==> run_1/logic_types.png <==
Drawn at 4 px/um.
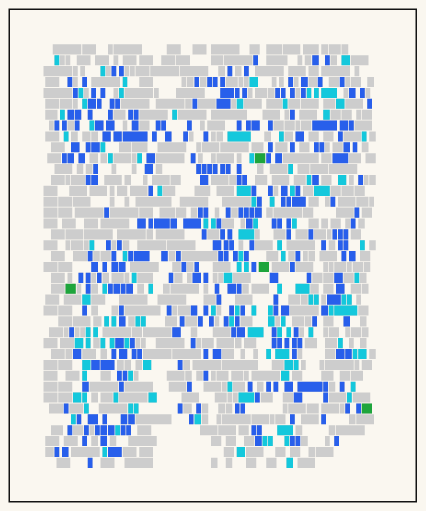
==> run_1/layer_met4.png <==
Drawn at 4 px/um. Supply wires on this layer in gray.
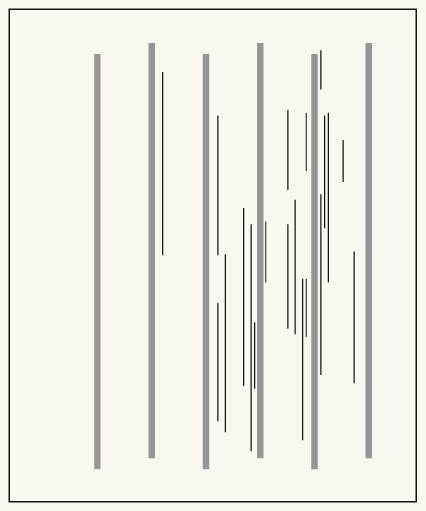
==> run_1/detail.png <==
Window x 36 to 66, y 22 to 52 um. Cells in gray, sequential cells in the stronger gray; small squares are vias.
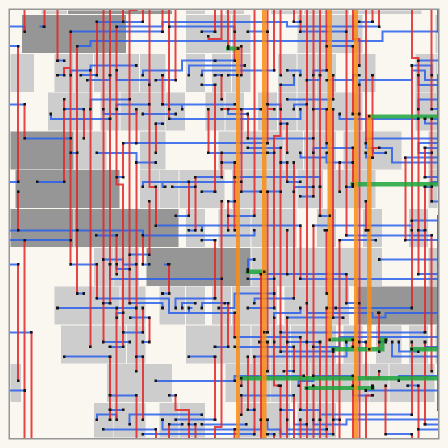
`config.mk`:
```
export PLATFORM = sky130hd
export DESIGN_NAME = gen_step_sequencer
export DESIGN_NICKNAME = d
export VERILOG_FILES = /design/src/rtl/gen_step_sequencer.sv
export SDC_FILE = /design/constraint.sdc
export NUM_CORES = 1
export LEC_CHECK = 0
export ABC_AREA = 1
export CAP_MARGIN = 10
export CORE_ASPECT_RATIO = 1.25
export CORE_MARGIN = 8
export CORE_UTILIZATION = 54
export CTS_CLUSTER_DIAMETER = 200
export DETAILED_ROUTE_END_ITERATION = 6
export PLACE_DENSITY_LB_ADDON = 0.15
export SETUP_SLACK_MARGIN = 0.5
export SYNTH_ARGS = -nofsm -noshare
export SYNTH_HDL_FRONTEND = slang
export SYNTH_SLANG_ARGS = --single-unit
```
`constraint.sdc`:
```
create_clock -name clk -period 4.9 [get_ports clk]
set_input_delay 1.225 -clock clk [delete_from_list [all_inputs] [get_ports clk]]
set_output_delay 1.225 -clock clk [all_outputs]
set_load 0.03 [all_outputs]
```
`src/rtl/gen_step_sequencer.sv`:
```
// Generative step sequencer: tempo divider, LFSR-driven probabilistic triggers,
// saturated note generation and a gate of roughly half a step.
module gen_step_sequencer #(
  parameter int TEMPO_W = 24
) (
  input  logic               clk,
  input  logic               reset,
  input  logic               run,
  input  logic [TEMPO_W-1:0] tempo_div,
  input  logic [2:0]         step_len,
  input  logic [3:0]         density,
  input  logic [6:0]         note_base,
  input  logic [15:0]        seed,
  input  logic               seed_load,
  output logic [2:0]         step_idx,
  output logic [6:0]         note,
  output logic               note_valid,
  output logic               gate,
  output logic               busy,
  output logic [15:0]        lfsr_state
);

  typedef enum logic {IDLE, RUN} state_t;

  localparam logic [15:0] LFSR_INIT = 16'hACE1;
  localparam logic [15:0] LFSR_TAPS = 16'hB400;

  state_t             state_reg, state_next;
  logic [TEMPO_W-1:0] div_cnt_reg, div_cnt_next;
  logic [2:0]         step_idx_reg, step_idx_next;
  logic [6:0]         note_reg, note_next;
  logic               note_valid_reg, note_valid_next;
  logic               gate_reg, gate_next;
  logic [15:0]        lfsr_reg, lfsr_next;

  logic [TEMPO_W-1:0] tempo_eff;
  logic [TEMPO_W-1:0] gate_len;
  logic               step_event;
  logic [15:0]        lfsr_adv;
  logic               trigger;
  logic [7:0]         note_sum;
  logic [6:0]         note_sat;
  logic               gate_hold;

  always_comb begin
    tempo_eff  = (tempo_div == '0) ? TEMPO_W'(1) : tempo_div;
    gate_len   = ((tempo_eff >> 1) == '0) ? TEMPO_W'(1) : (tempo_eff >> 1);
    // >= rather than == so a tempo drop below the running count steps at once
    step_event = run && ((state_reg == IDLE) || (div_cnt_reg >= (tempo_eff - TEMPO_W'(1))));
    lfsr_adv   = lfsr_reg[0] ? ((lfsr_reg >> 1) ^ LFSR_TAPS) : (lfsr_reg >> 1);
    trigger    = step_event && (lfsr_adv[3:0] < density);
    note_sum   = {1'b0, note_base} + {4'b0000, lfsr_adv[7:4]};
    note_sat   = (note_sum > 8'd127) ? 7'd127 : note_sum[6:0];
    gate_hold  = (({1'b0, div_cnt_reg}) + (TEMPO_W + 1)'(1)) < {1'b0, gate_len};
  end

  always_comb begin
    state_next      = state_reg;
    div_cnt_next    = div_cnt_reg;
    step_idx_next   = step_idx_reg;
    note_next       = note_reg;
    note_valid_next = 1'b0;
    gate_next       = gate_reg;
    lfsr_next       = lfsr_reg;

    if (step_event) begin
      state_next      = RUN;
      div_cnt_next    = '0;
      lfsr_next       = lfsr_adv;
      note_valid_next = trigger;
      gate_next       = trigger;
      if (trigger)
        note_next = note_sat;
      if (state_reg == IDLE || step_idx_reg >= step_len)
        step_idx_next = 3'd0;
      else
        step_idx_next = step_idx_reg + 3'd1;
    end else if (state_reg == RUN) begin
      if (run) begin
        div_cnt_next = div_cnt_reg + TEMPO_W'(1);
        gate_next    = gate_reg && gate_hold;
      end else begin
        state_next   = IDLE;
        div_cnt_next = '0;
        gate_next    = 1'b0;
      end
    end

    // The trigger above already used the pre-load value; only the register is replaced
    if (seed_load)
      lfsr_next = (seed == 16'h0000) ? LFSR_INIT : seed;
  end

  always_ff @(posedge clk) begin
    if (reset) begin
      state_reg      <= IDLE;
      div_cnt_reg    <= '0;
      step_idx_reg   <= 3'd0;
      note_reg       <= 7'd0;
      note_valid_reg <= 1'b0;
      gate_reg       <= 1'b0;
      lfsr_reg       <= LFSR_INIT;
    end else begin
      state_reg      <= state_next;
      div_cnt_reg    <= div_cnt_next;
      step_idx_reg   <= step_idx_next;
      note_reg       <= note_next;
      note_valid_reg <= note_valid_next;
      gate_reg       <= gate_next;
      lfsr_reg       <= lfsr_next;
    end
  end

  assign step_idx   = step_idx_reg;
  assign note       = note_reg;
  assign note_valid = note_valid_reg;
  assign gate       = gate_reg;
  assign busy       = (state_reg == RUN);
  assign lfsr_state = lfsr_reg;

endmodule

```
==> notes.md, run 1 <==
Of the synthesized area, sequential elements account for 21.56%. The run gives 5.05 ns for the required time reported for the critical path endpoint. The transition time of the tightest slew-check pin is 0.9294 ns, and the proportion of register bits with asynchronous set or reset after synthesis is 0%. Ranked by instance count, the synthesized netlist is headed by sky130_fd_sc_hd__nand2_1 (215), sky130_fd_sc_hd__inv_1 (104), sky130_fd_sc_hd__nor2_1 (95), sky130_fd_sc_hd__ha_1 (59), sky130_fd_sc_hd__a21oi_1 (58). Total power normalized to cell area comes to 187.1 nW/um2.

In the layout the commonest cells are sky130_fd_sc_hd__nand2_1 (203), sky130_fd_sc_hd__inv_1 (95), sky130_fd_sc_hd__nor2_1 (86). The synthesized flop and latch total was 53. The total setup violations reported at the end of the flow is 0. Group with the largest share of power: registers. The number of non-clock inverters was 111; the sequential cell count of the final layout was 53.

The highest metal layer with signal wires is met4. The worst hold path cell count came out at 2. The category of the most critical setup path is input port to register. Top cell type by total area after synthesis: sky130_fd_sc_hd__dfxtp_1. In the global route stage, overall resource usage came out at 24.88%. In the final layout, the fill cell count is 775. The power report lists the sequential group at 0.000472 W. The layout multi-input combinational cell count came out at 595.

According to the floorplan report, the placeable core area is 9027 um2. The die is 101.4 um wide. TritonCTS built the clock tree. The register-to-register path setup slack was 1.67 ns. Of the total synthesized cell area, the portion taken by full adders, half adders and majority gates is 15.41%. For this run, the script counts the antenna cells in the layout as 0.

Kind of path behind the tightest hold check: register to register. In this run, the number of DRC markers left after iteration 0 of detailed routing was 284. The logs give 1027 for the number of nets in the finished design and 0.0008180 W for the internal power consumption. The tools report the met3 track demand over resource as 5.051%. According to the timing report, the critical path is captured at lfsr_state[11]$_SDFFE_PP1P_.

The routed design shows a wire length per standard cell of 14.82 um. The proportion of cell area spent on the clock network is 2.171%. After the flow finishes, the layout carries non-filler instances totaling 1033.

The number of I/O pins is 87, and the post-synthesis area per instance is 6.333 um2. After detailed placement, the design holds a cell count of 1017. The flow ran to the end, and the final reports show no timing, DRC or antenna violations. The library cell contributing the largest single delay on the critical path was sky130_fd_sc_hd__ha_1. The most common flop cell mapped by yosys is sky130_fd_sc_hd__dfxtp_1. Per the synthesis report, the simple-gate share of the synthesized area is 36.18%.

The tools report the detailed-routed wire length on met2 as 7.852 mm. In the final routing, the length of wire on met1 measures 5.978 mm. The critical path's largest stage delay is 0.32 ns, and the chip footprint is 12440 um2.

For the slack of the critical path, the log shows 0.6989 ns. For the via count of the first global-routing pass, the log shows 5600. The worst-case hold path end point was gate$_SDFFE_PP0P_. The run gives 0.07 ns for the clock transition time at the flip-flop clock pins of the worst setup and hold paths. The max-slew violation total from the final report came out at 0. The flow reports that combinational logic draws 31.9% of the design power.

The tools report the reported clock group power as 0.000366 W. Type of origin of the critical path: an input port. The number of antenna-violating nets in the routed design is 0. The overall power after layout was 0.001229 W. The run gives 0 for the final tally of hold violations. The logs give 0.1532 mV for the worst voltage drop across the vdd grid and 0 ns for the total negative slack.

The run gives 45.14% for the met2 usage. Walking the critical path from launch to capture passes 25 cell instances. Global routing consumed, on the met1 layer, 25.89% of the routing resources. The biggest slice of the area belongs to multi-input combinational cells. In this run the deepest clock path goes through 2 buffers. The cell-mix breakdown from Yosys lists the XOR/XNOR area share as 7.653%. The post-layout instance area came out at 6569 um2. Setup repair after global routing left no endpoint under its margin. The count of hold-fix buffers inserted at cts came out at 0. The cell seen most often among critical-path stages is sky130_fd_sc_hd__nand2_1. Across all hold checks on the routed design, the worst slack comes to 0.4797 ns.
Notes on logic_types.png above:
blue -> NAND gates  # cells 285, where widely spread
green -> AND-OR and OR-AND gates  # cells 4
cyan -> NOR gates  # cells 117, where widely spread

Notes on layer_met4.png above:
wire length on this layer = 600 um
nets with wire on the layer = 19

Notes on detail.png above:
blue -> metal 1
orange -> metal 4
red -> metal 2
green -> metal 3
most frequent = nand2_1 (23), xor2_1 (10), inv_1 (10)
netlist names of flops here include = `div_cnt_reg` (5), `lfsr_state` (2)
cells with their middle in the window = 86
sequential cells in the window = 7

==> run 2, diff against run 1 <==
--- a/config.mk
+++ b/config.mk
@@ -6,11 +6,10 @@
 export NUM_CORES = 1
 export LEC_CHECK = 0
 export ABC_AREA = 1
-export CAP_MARGIN = 10
 export CORE_ASPECT_RATIO = 1.25
 export CORE_MARGIN = 8
 export CORE_UTILIZATION = 54
-export CTS_CLUSTER_DIAMETER = 200
+export CTS_CLUSTER_DIAMETER = 120
 export DETAILED_ROUTE_END_ITERATION = 6
 export PLACE_DENSITY_LB_ADDON = 0.15
 export SETUP_SLACK_MARGIN = 0.5
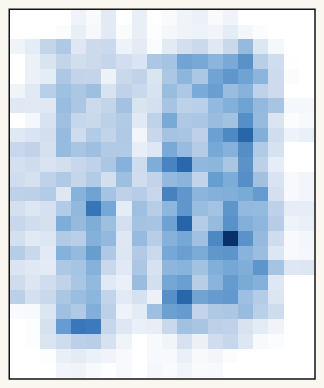
(run_2/metal_density.png)
Drawn at 3 px/um. 20 x 25 tiles, from white (low) to dark blue (high), scaled to the fullest tile. Values are wire area over tile area, all layers added.
tiles over half the peak = 11%
densest ninth of the die = center
mean over tiles = 0.20

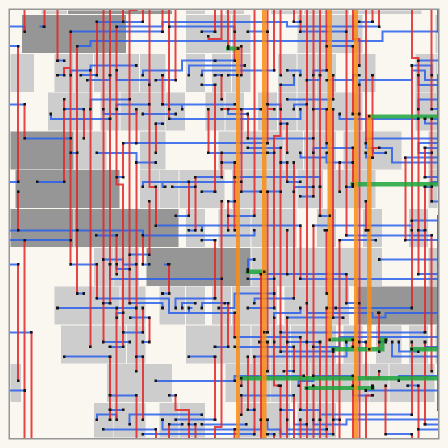
(run_2/detail.png)
Window x 36 to 66, y 22 to 52 um. Cells in gray, sequential cells in the stronger gray; small squares are vias.
red -> metal 2
green -> metal 3
blue -> metal 1
orange -> metal 4
cells with their middle in the window = 86
most frequent = nand2_1 (23), xor2_1 (10), inv_1 (10)
sequential cells in the window = 7
netlist names of flops here include = `div_cnt_reg` (5), `lfsr_state` (2)

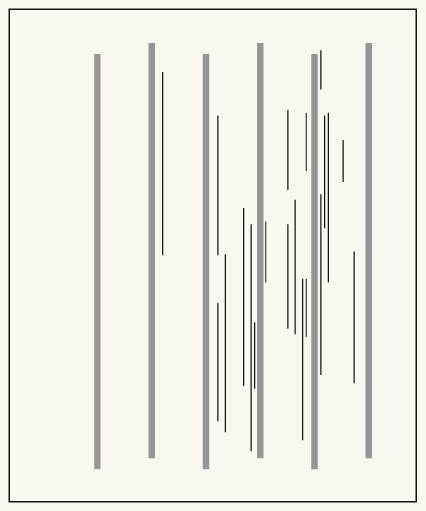
(run_2/layer_met4.png)
Drawn at 4 px/um. Supply wires on this layer in gray.
wire length on this layer = 600 um
nets with wire on the layer = 19
main direction = vertical
share of all routed wire = 3.9%

==> notes.md, run 2 <==
The flow ran to the end, and the final reports show no timing, DRC or antenna violations. The basic-gate share of the synthesized area counting and, or, nand and nor cells was 36.18% (unchanged); the worst reg-to-reg path cell count was 19 (unchanged). The met2 usage was 45.14% (unchanged); the total sequential power was 0.000472 W (about the same). Placed instance area: 6227 um2 (unchanged). Setup repair after global routing left no endpoint under its margin. The count of input and output buffers was 86 (unchanged); the number of different library cells in the post-synthesis netlist was 37 (unchanged). The post-synthesis cell count from yosys came out at 777 (unchanged). The tools report the share of power burned in the clock network as 29.8% (about the same). The run gives 4921 um2 (unchanged) as the Yosys chip area.

The max-slew violation total from the final report came out at 0 (unchanged). Number of clock sinks seen by CTS: 53 (unchanged). With the via count of the first global-routing pass at 5600 (unchanged), the critical-path maximum fanout is 7 (unchanged).

The share of cells above drive strength 1 was 17.91% (unchanged); the layout multi-input combinational cell count was 595 (unchanged). The area share of the largest cell type after synthesis is 21.56% (unchanged). The run gives 38.4% (about the same) for the share of power burned in registers.

The cell seen most often among critical-path stages was sky130_fd_sc_hd__nand2_1 (unchanged). The run gives 873 um (unchanged) as the met3 wirelength from detailed routing. The critical path endpoint category was a register (unchanged). The run gives 0.001229 W (unchanged) for the overall power after layout. Dominant logic cell types in the final layout: sky130_fd_sc_hd__nand2_1 (203), sky130_fd_sc_hd__inv_1 (95), sky130_fd_sc_hd__nor2_1 (86) (unchanged).

The tools report the final tally of hold violations as 0 (unchanged). For the data arrival time of the worst path, the log shows 4.35 ns (about the same). The mean number of vias per cell was 5.296 (unchanged). The proportion of register bits with asynchronous set or reset after synthesis came out at 0% (unchanged). For the upper clock frequency limit, the log shows 0.2380 GHz (unchanged). The number of non-clock inverters came out at 111 (unchanged).

The tools report the endpoint of the worst-slack reg-to-reg timing path as gate$_SDFFE_PP0P_ (unchanged). The most common flop cell mapped by yosys is sky130_fd_sc_hd__dfxtp_1 (unchanged). The clock root buffer master was sky130_fd_sc_hd__clkbuf_16 (unchanged).

The height of the chip works out to 122.7 um (unchanged). The run gives 1017 (unchanged) as the cell count after placement. Share of synthesized cell area in and-or and or-and compound cells: 9.153% (unchanged). The run gives 895 (unchanged) as the number of nets produced by synthesis. The tools report the headroom to the max-slew limit as 37.97% (unchanged).

The violation count after the first detailed-route iteration was 284 (unchanged). Synth area leaders: sky130_fd_sc_hd__dfxtp_1 (22%), sky130_fd_sc_hd__nand2_1 (16%), sky130_fd_sc_hd__ha_1 (15%), sky130_fd_sc_hd__inv_1 (7.9%), sky130_fd_sc_hd__nor2_1 (7.2%) (unchanged). The adder-cell share of the synthesized area came out at 15.41% (unchanged).

Total number of cells along the worst setup path: 25 (unchanged). Number of buffers on the longest clock path: 2 (unchanged). The run gives 12440 um2 (unchanged) as the chip footprint. The internal power consumption was 0.0008180 W (unchanged); the time the final worst path needs with I/O delays and setup was 4.201 ns (unchanged). The number of antenna-violating nets in the routed design was 0 (unchanged); the critical path's largest stage delay was 0.32 ns (about the same).

The share of the core filled with cells was 72.77% (unchanged); the initial antenna violation count was 0 (unchanged). The fraction of met1 tracks used by global routing is 25.89% (unchanged), and the number of buffers other than clock buffers in the final layout is 143 (unchanged). Beginning of the critical path: tempo_div[1] (unchanged).

The post-layout instance area was 6569 um2 (unchanged). The library cell contributing the largest single delay on the critical path was sky130_fd_sc_hd__ha_1 (unchanged). For the wire length of the first global-routing pass, the log shows 24.90 mm (unchanged).

The power density of the placed cells is 187.1 nW/um2 (unchanged), and the number of flip-flops in the largest register is 24 (unchanged). The most frequently placed logic cell in the final layout was sky130_fd_sc_hd__nand2_1 (unchanged). The combinational power share is 31.9% (about the same), and the synthesis warning total is 0 (unchanged). Total iterations of the first detailed-routing run: 5 (unchanged). The count of hold-fix buffers inserted at cts is 0 (unchanged).

The type of origin of the critical path is an input port (unchanged). The logic share of the area was 53.79% (unchanged). The switching share of total power is 33.46% (unchanged), and the sequential cell count of the final layout is 53 (unchanged).

Register area share after synthesis: 21.56% (unchanged). The run gives 6.333 um2 (unchanged) for the post-synthesis area per instance. Total setup violations reported at the end of the flow: 0 (unchanged).

The register-to-register path setup slack was 1.67 ns (about the same); the number of flops mapped to enable cells by yosys was 0 (unchanged). The minimum setup slack after placement was -0.1588 ns (unchanged). The run gives 0.0004114 W (unchanged) for the net switching power. The logs give 0 (unchanged) for the remaining routing DRC violations and 775 (unchanged) for the number of filler cells placed in the layout. Kind of path behind the tightest hold check: register to register (unchanged). The HPWL after detailed placement is 12.00 mm (unchanged). The detailed-routed wire length on met2 was 7.852 mm (unchanged). With the worst hold path cell count at 2 (unchanged), the number of nets in the finished design is 1027 (unchanged). The logs give 0.9758 (unchanged) for the global placement routability congestion and 24.88% (unchanged) for the total routing usage reported by global routing. The highest metal layer with signal wires is met4 (unchanged). With the number of I/O pins at 87 (unchanged), the area used by multi-input combinational logic is 3533 um2 (unchanged). The period utilization is 85.74% (unchanged).

The category of the most critical setup path is input port to register (unchanged). The total core area is 9027 um2 (unchanged), and the sequential standard cell area is 1061 um2 (unchanged). The transition time of the tightest slew-check pin is 0.9294 ns (unchanged), and the total negative slack is 0 ns (unchanged).

TritonCTS built the clock tree. The post-route worst hold slack was 0.4797 ns (unchanged); the proportion of cell area spent on the clock network was 2.171% (unchanged). The total buffers and inverters traversed by the critical path was 6 (unchanged).

Highest-utilization routing layer at the global route stage: met2 (unchanged). The run gives 0.01201 ns (unchanged) as the final setup skew. The dominant combinational cell family by area after synthesis was simple AND/OR/NAND/NOR gates (unchanged). The dominant kind of cell is multi-input combinational cells (unchanged).

The depth of the CTS H-tree is 2 (unchanged). The post-route non-filler standard cell count came out at 1033 (unchanged). The end point of the critical path was lfsr_state[11]$_SDFFE_PP1P_ (unchanged). The leakage power figure is 3.259 nW (unchanged), and the synthesized flop and latch total is 53 (unchanged). The number of diodes was 0 (unchanged); the required time reported for the critical path endpoint was 5.05 ns (about the same). The top cell type by total area after synthesis was sky130_fd_sc_hd__dfxtp_1 (unchanged). The kind of cell adding the most delay to the critical path was simple AND/OR/NAND/NOR gates (unchanged). The run gives 19.10% (unchanged) for the final-layout non-clock buffer area share.

The slack of the critical path came out at 0.6989 ns (unchanged). Synth cell count leaders: sky130_fd_sc_hd__nand2_1 (215), sky130_fd_sc_hd__inv_1 (104), sky130_fd_sc_hd__nor2_1 (95), sky130_fd_sc_hd__ha_1 (59), sky130_fd_sc_hd__a21oi_1 (58) (unchanged). For the number of standard-cell rows in the floorplan, the log shows 39 (unchanged). With the reported clock group power at 0.000366 W (about the same), the die outline width is 101.4 um (unchanged).

The post-synthesis cell type with the largest instance count was sky130_fd_sc_hd__nand2_1 (unchanged). The number of buffers inserted during clock tree synthesis was 5 (unchanged); the met3 track demand over resource was 5.051% (unchanged). The run gives 0% (unchanged) for the multiplexer area fraction after synthesis. The post-cts resize count is 51 (unchanged), and the worst voltage drop across the vdd grid is 0.1532 mV (unchanged). Detailed-route wire length on metal 1: 5.978 mm (unchanged).

Worst-case hold path end point: gate$_SDFFE_PP0P_ (unchanged). The routed wire length was 15.30 mm (unchanged). The clock transition time at the flip-flop clock pins of the worst setup and hold paths was 0.07 ns (about the same); the combinational power was 0.000392 W (about the same). The routed length per instance was 14.82 um (unchanged); the count of clock buffers in the final design was 6 (unchanged).

Post-CTS setup buffer count: 5 (unchanged). The max-capacitance violation count came out at 0 (unchanged). The fraction of synthesized cell area in xor and xnor cells is 7.653% (unchanged).

Group with the largest share of power: registers (unchanged). The layout overhead on the synthesized area works out to 33.49% (unchanged).
No activity file was given, so power comes from the tool's default toggle rates.
